### config.mk
export PLATFORM = sky130hd
export DESIGN_NAME = dvs_event_fifo_arbiter_flat
export DESIGN_NICKNAME = d
export VERILOG_FILES = /design/src/rtl/dvs_event_fifo_arbiter_if.sv /design/src/rtl/dvs_event_fifo_arbiter.sv /design/src/flat_wrapper.sv
export SDC_FILE = /design/constraint.sdc
export NUM_CORES = 1
export LEC_CHECK = 0
export CAP_MARGIN = 0
export CORE_MARGIN = 5
export CORE_UTILIZATION = 45
export CTS_BUF_LIST = sky130_fd_sc_hd__clkbuf_16
export CTS_CLUSTER_DIAMETER = 200
export CTS_CLUSTER_SIZE = 16
export DETAILED_ROUTE_END_ITERATION = 10
export PLACE_DENSITY_LB_ADDON = 0.2
export SKIP_LAST_GASP = 1
export SYNTH_ARGS = -nofsm -noshare
export SYNTH_HDL_FRONTEND = slang
export SYNTH_SLANG_ARGS = --single-unit
### constraint.sdc
create_clock -name clk -period 3.4 [get_ports clk]
set_input_delay 0.34 -clock clk [delete_from_list [all_inputs] [get_ports clk]]
set_output_delay 0.34 -clock clk [all_outputs]
set_load 0.05 [all_outputs]
### src/rtl/dvs_event_fifo_arbiter_if.sv
// Producer request/grant bus plus show-ahead read port of the DVS event FIFO arbiter.
interface dvs_event_fifo_arbiter_if #(
  parameter int NUM_REQ = 2,
  parameter int EVENT_W = 16,
  parameter int DEPTH   = 16
);
  logic [NUM_REQ-1:0]         fifo_req;
  logic [NUM_REQ*EVENT_W-1:0] fifo_bus_event;
  logic [NUM_REQ-1:0]         fifo_grant;
  logic                       rd_valid;
  logic [EVENT_W-1:0]         rd_data;
  logic                       rd_ready;
  logic [$clog2(DEPTH):0]     count;
  logic                       full;
  logic                       empty;

  modport slave (
    input  fifo_req, fifo_bus_event, rd_ready,
    output fifo_grant, rd_valid, rd_data, count, full, empty
  );

  modport master (
    output fifo_req, fifo_bus_event, rd_ready,
    input  fifo_grant, rd_valid, rd_data, count, full, empty
  );
endinterface

### src/rtl/dvs_event_fifo_arbiter.sv
// Round-robin arbiter over NUM_REQ event producers feeding a circular FIFO.
// Grants are withheld while full so no event is lost.
module dvs_event_fifo_arbiter #(
  parameter int NUM_REQ = 2,
  parameter int EVENT_W = 16,
  parameter int DEPTH   = 16
) (
  input  logic                   clk,
  input  logic                   rst,
  dvs_event_fifo_arbiter_if.slave bus
);
  localparam int PTR_W = $clog2(DEPTH);
  localparam int CNT_W = PTR_W + 1;
  localparam int IDX_W = (NUM_REQ > 1) ? $clog2(NUM_REQ) : 1;
  localparam logic [CNT_W-1:0] DEPTH_C = CNT_W'(DEPTH);
  localparam logic [IDX_W-1:0] LAST_IDX = IDX_W'(NUM_REQ - 1);

  localparam logic [0:0] ST_IDLE  = 1'b0;
  localparam logic [0:0] ST_GRANT = 1'b1;

  logic [0:0]         r_state;
  logic [IDX_W-1:0]   r_win;
  logic [IDX_W-1:0]   r_rr;
  logic [NUM_REQ-1:0] r_grant;
  logic [PTR_W-1:0]   r_wr_ptr;
  logic [PTR_W-1:0]   r_rd_ptr;
  logic [CNT_W-1:0]   r_count;
  logic               r_full;
  logic               r_empty;
  logic [EVENT_W-1:0] r_mem [DEPTH];

  logic               w_sel_found;
  logic [IDX_W-1:0]   w_sel_idx;
  logic [IDX_W-1:0]   w_rr_nxt;
  logic [NUM_REQ-1:0] w_onehot;
  logic               w_push;
  logic               w_pop;
  logic [EVENT_W-1:0] w_push_data;
  logic [CNT_W-1:0]   w_count_nxt;

  // First requester at or after the round-robin pointer, scanning upward with wrap.
  always_comb begin
    int j;
    j           = 0;
    w_sel_found = 1'b0;
    w_sel_idx   = '0;
    for (int k = 0; k < NUM_REQ; k++) begin
      j = int'(r_rr) + k;
      j = (j >= NUM_REQ) ? (j - NUM_REQ) : j;
      if (!w_sel_found && bus.fifo_req[IDX_W'(j)]) begin
        w_sel_found = 1'b1;
        w_sel_idx   = IDX_W'(j);
      end else begin
        w_sel_found = w_sel_found;
      end
    end
  end

  // Push/pop qualification and next occupancy; full uses the pre-edge count.
  always_comb begin
    w_onehot            = '0;
    w_onehot[w_sel_idx] = 1'b1;
    w_rr_nxt    = (w_sel_idx == LAST_IDX) ? '0 : (w_sel_idx + IDX_W'(1));
    w_push      = (r_state == ST_IDLE) && w_sel_found && !r_full;
    w_pop       = bus.rd_ready && !r_empty;
    w_push_data = bus.fifo_bus_event[w_sel_idx*EVENT_W +: EVENT_W];
    case ({w_push, w_pop})
      2'b10:   w_count_nxt = r_count + CNT_W'(1);
      2'b01:   w_count_nxt = r_count - CNT_W'(1);
      default: w_count_nxt = r_count;
    endcase
  end

  // Grant FSM: one push per grant, hold while the winner keeps requesting.
  always_ff @(posedge clk) begin
    if (rst) begin
      r_state <= ST_IDLE;
      r_grant <= '0;
      r_win   <= '0;
      r_rr    <= '0;
    end else begin
      case (r_state)
        ST_IDLE: begin
          if (w_push) begin
            r_grant <= w_onehot;
            r_win   <= w_sel_idx;
            r_rr    <= w_rr_nxt;
            r_state <= ST_GRANT;
          end else begin
            r_grant <= '0;
          end
        end
        ST_GRANT: begin
          if (bus.fifo_req[r_win]) begin
            r_grant <= r_grant;
          end else begin
            r_grant <= '0;
            r_state <= ST_IDLE;
          end
        end
        default: begin
          r_grant <= '0;
          r_state <= ST_IDLE;
        end
      endcase
    end
  end

  // FIFO pointers and occupancy flags.
  always_ff @(posedge clk) begin
    if (rst) begin
      r_wr_ptr <= '0;
      r_rd_ptr <= '0;
      r_count  <= '0;
      r_full   <= 1'b0;
      r_empty  <= 1'b1;
    end else begin
      r_wr_ptr <= w_push ? (r_wr_ptr + PTR_W'(1)) : r_wr_ptr;
      r_rd_ptr <= w_pop  ? (r_rd_ptr + PTR_W'(1)) : r_rd_ptr;
      r_count  <= w_count_nxt;
      r_full   <= (w_count_nxt == DEPTH_C);
      r_empty  <= (w_count_nxt == '0);
    end
  end

  // Event storage; contents need no reset since pointers define validity.
  always_ff @(posedge clk) begin
    if (w_push) begin
      r_mem[r_wr_ptr] <= w_push_data;
    end
  end

  assign bus.fifo_grant = r_grant;
  assign bus.rd_valid   = ~r_empty;
  assign bus.rd_data    = r_empty ? '0 : r_mem[r_rd_ptr];
  assign bus.count      = r_count;
  assign bus.full       = r_full;
  assign bus.empty      = r_empty;
endmodule

### src/flat_wrapper.sv
// flat-port wrapper written by rule: the top's interface ports become plain ports
module dvs_event_fifo_arbiter_flat 
#(
  parameter int NUM_REQ = 2,
  parameter int EVENT_W = 16,
  parameter int DEPTH   = 16
)
  (clk, rst, bus_fifo_req, bus_fifo_bus_event, bus_rd_ready, bus_fifo_grant, bus_rd_valid, bus_rd_data, bus_count, bus_full, bus_empty);
  dvs_event_fifo_arbiter_if #(.NUM_REQ(NUM_REQ), .EVENT_W(EVENT_W), .DEPTH(DEPTH)) bus_i ();
  input  logic clk;
  input  logic rst;
  input wire logic [$bits(bus_i.fifo_req)-1:0] bus_fifo_req;
  input wire logic [$bits(bus_i.fifo_bus_event)-1:0] bus_fifo_bus_event;
  input wire logic [$bits(bus_i.rd_ready)-1:0] bus_rd_ready;
  output wire logic [$bits(bus_i.fifo_grant)-1:0] bus_fifo_grant;
  output wire logic [$bits(bus_i.rd_valid)-1:0] bus_rd_valid;
  output wire logic [$bits(bus_i.rd_data)-1:0] bus_rd_data;
  output wire logic [$bits(bus_i.count)-1:0] bus_count;
  output wire logic [$bits(bus_i.full)-1:0] bus_full;
  output wire logic [$bits(bus_i.empty)-1:0] bus_empty;
  assign bus_i.fifo_req = bus_fifo_req;
  assign bus_i.fifo_bus_event = bus_fifo_bus_event;
  assign bus_i.rd_ready = bus_rd_ready;
  assign bus_fifo_grant = bus_i.fifo_grant;
  assign bus_rd_valid = bus_i.rd_valid;
  assign bus_rd_data = bus_i.rd_data;
  assign bus_count = bus_i.count;
  assign bus_full = bus_i.full;
  assign bus_empty = bus_i.empty;
  dvs_event_fifo_arbiter #(.NUM_REQ(NUM_REQ), .EVENT_W(EVENT_W), .DEPTH(DEPTH)) u_core (.clk(clk), .rst(rst), .bus(bus_i));
endmodule
==> images/pdn.png <==
Pins as bars on the die edge.
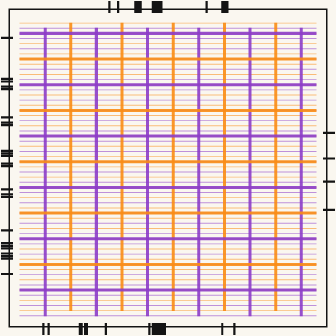
Purple is VSS. Orange is VDD.
The core has 57 rows. 63 signal pins sit on the boundary. 58 met1 rails follow the rows. 11 straps on met4. 11 straps on met5.

==> images/cell_classes.png <==
Bar = 50 microns.
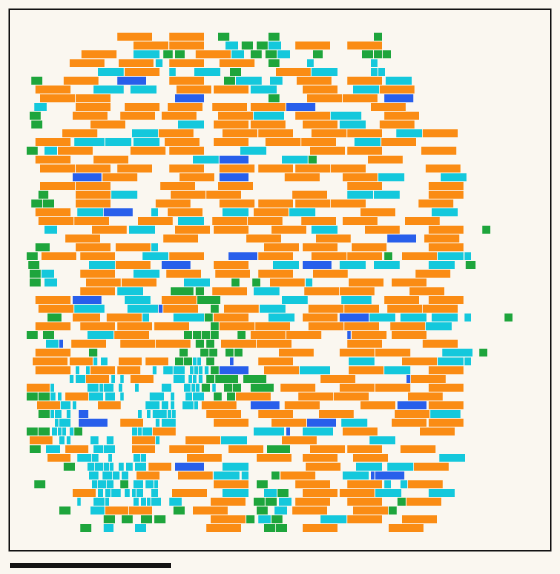
Orange is flip-flops, cells 280. Cyan is all other logic, cells 226. Blue is clock drivers and dummy loads, cells 29. Green is other buffers and delay cells, cells 102.

==> Slide: Implementation Results <==
Implementation Results

Run status
  • Status: finished clean

CTS
  • TritonCTS clock tree: done
  • Clock Latency Late Sink: 500 ps
  • Postcts setup bufs: 0
  • CTS Buf Count: 21
  • Hold-fix buffers, CTS: 0
  • Clock transition at the registers of the reported paths: 70 ps
  • Clock root buffer: clkbuf_16

Global route
  • Pin count of the biggest net entering global routing: 34
  • GRT overflow: 0
  • First-pass GRT wire length: 34.8 mm
  • Vias in the first global route: 5786
  • Gr usage total: 16.3%

Yosys
  • Number of flops mapped to enable cells by yosys: 256
  • Async SR Flop Fraction: 0%
  • Mapped cell area: 11200 sq um
  • Flops after synth: 280
  • Syn Inst Count: 536
  • Synth top area share: 68.9%
  • Mean Syn Cell Area: 20.8 sq um
  • Library cells used by synthesis: 40
  • Syn nets: 580
  • Top cells by area: edfxtp_1 69%, mux4_2 14%, dfxtp_1 4.3%, mux4_1 3.1%, mux2_2 1.6%

Hold path
  • Startpoint of the worst hold path: u_core.bus.fifo_grant[1]
  • Hold depth: 2
  • Hold path endpoint: u_core.bus.fifo_grant[1]

Pwr
  • Sequential share of power: 51.0%
  • Leakage power: 4.18 nW
  • Switch share: 26.7%
  • Peak VDD IR: 0.323 mV
  • P_int: 5.74 mW

Setup path
  • RR Endpoint: u_core.bus.full
  • Bufs and invs on worst path: 3
  • Startpoint Class: register
  • Crit-path leading delay family: multiplexers
  • Crit Path Max Fanout: 33
  • Worst path max stage delay: 640 ps
  • Worst path most repeated cell: buf_4
  • Worst Path Arrival: 2920 ps
  • R2R Setup Slk: 880 ps

Final timing
  • Max-slew violations: 0
  • Hold Violations, Final: 0
  • Slew HR: 40.7%
  • Min cycle time layout: 3260 ps

Die
  • Fp util: 45.7%
  • Placeable Area: 24400 sq um

Finish
  • Nets@finish: 675
  • Layout cells sized above 1: 25.4%
  • Fill cells: 1935

Routing
  • DR vias: 5295
  • Final ANT Viol Nets: 0
  • Wire per inst: 23.6 microns
  • DR iter-0 viols: 381
  • Via/cell ratio: 5.51

Place
  • IO Port Bufs: 62
  • HPWL after DPL: 14.5 mm
==> images/clock_map.png <==
Bar = 50 microns.
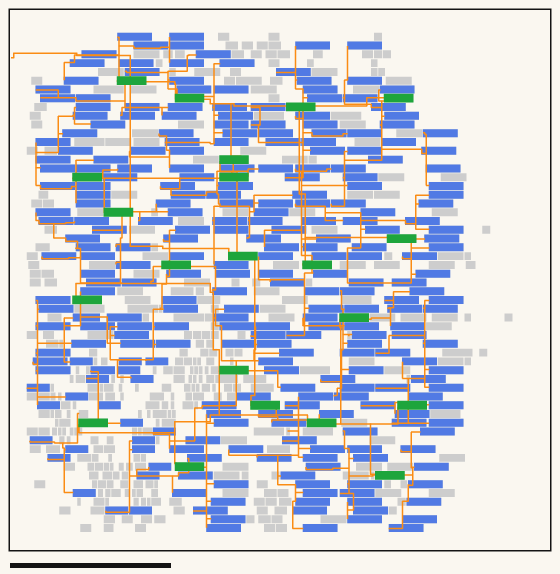
Green is cells driving clock nets, count 21. Blue is flip-flops, count 280. Orange is clock wires, length 2890 microns.
There are 22 routed clock nets.

[through the flow]
step	instances	hold slack (ps)
after floorplan	536	409
after global placement	932	449
after detailed placement	932	458
after CTS	961	471
after global routing	961	500
final	961	466
[power groups by stage]
stage	registers (mW)	logic, mW	clock network, mW
after floorplan	4.12	1.16	0
after global placement	4.07	1.68	0
after global routing	4.01	1.78	2.39
final	4.00	1.66	2.18
after detailed placement	4.07	1.70	0
after CTS	4.00	1.69	2.24
[cells by family (layout without fill, tap and decap cells)]
family / after synthesis / in the layout / synth area share [%]
xor+xnor: 12 / 12 / 0.942
simple gates: 86 / 86 / 3.86
buf+inv: 35 / 136 / 1.74
flops: 280 / 280 / 73.2
fa+ha+maj: 7 / 7 / 0.785
mux: 99 / 99 / 18.5
compound gates: 17 / 17 / 0.965
[routing by layer]
| metal | share of wire, % | GRT usage (%) | vias to the layer above |
|---|---|---|---|
| li1 | - | - | 2359 |
| met1 | 44 | 22.6 | 2778 |
| met2 | 50 | 27.8 | 131 |
| met3 | 4.0 | 2.19 | 27 |
| met4 | 1.8 | 3.85 | 0 |
| met5 | 0 | 0 | - |
[layout make-up]
class	count	area (sq um)	share of cell area [%]
well taps	324	405	3.13
inverters	5	18.8	0.145
multi-input cells	221	2810	21.7
repair buffers	102	972	7.51
clock inverters	8	35.0	0.271
flip-flops and latches	280	8170	63.2
clock buffers	21	526	4.06
[how the worst max path moves through the flow]
stage	start	endpoint	cells after the start
6_report	register	bus_rd_data[3]	6
3_3_place_gp	register	bus_rd_data[12]	5
3_5_place_dp	bus_fifo_req[0]	u_core.bus.full	12
2_1_floorplan	u_core.bus.full	u_core.r_mem[3][0]	4
4_1_cts	register	bus_rd_data[13]	5
5_1_grt	register	bus_rd_data[3]	6
[state kept, by name (all words and copies together) (netlist names), named ones only]
register	cells
u_core.bus.count	5
u_core.bus.empty	1
u_core.bus.fifo_grant	2
u_core.bus.full	1
u_core.r_mem	256
u_core.r_rd_ptr	4
u_core.r_rr	1
u_core.r_state	1
u_core.r_win	1
u_core.r_wr_ptr	4
[tightest hold or removal path, stage by stage (launching register included)]
cell     delay (ps)
dfxtp_1         310
nand2_1          50
a21oi_1          60
[cell usage in the layout (no fill, tap or decap), types with 2 or more instances in the layout]
cell type,netlist,final
a21oi_1,8,8
and2_1,17,17
buf_12,0,6
buf_4,0,43
clkbuf_16,0,21
clkdlybuf4s50_1,0,46
dfxtp_1,24,22
dlygate4sd2_1,0,5
dlymetal6s2s_1,0,2
edfxtp_1,256,256
ha_1,7,7
inv_1,4,11
mux2_2,16,16
mux2i_1,3,3
mux4_1,13,13
mux4_2,67,67
nand2_1,12,12
nand2b_1,4,4
nand4_1,2,2
nor2_1,33,33
nor2b_1,4,4
nor3_1,6,2
nor3_2,0,4
o21ai_0,2,2
or3_1,2,2
xnor2_1,5,5
xor2_1,7,7
[what timing repair did]
action	4_1_cts	5_1_grt
gates resized	5	2
pin swaps	0	0
endpoints found under the setup margin	5	2
Power and IR drop assume default switching activity.
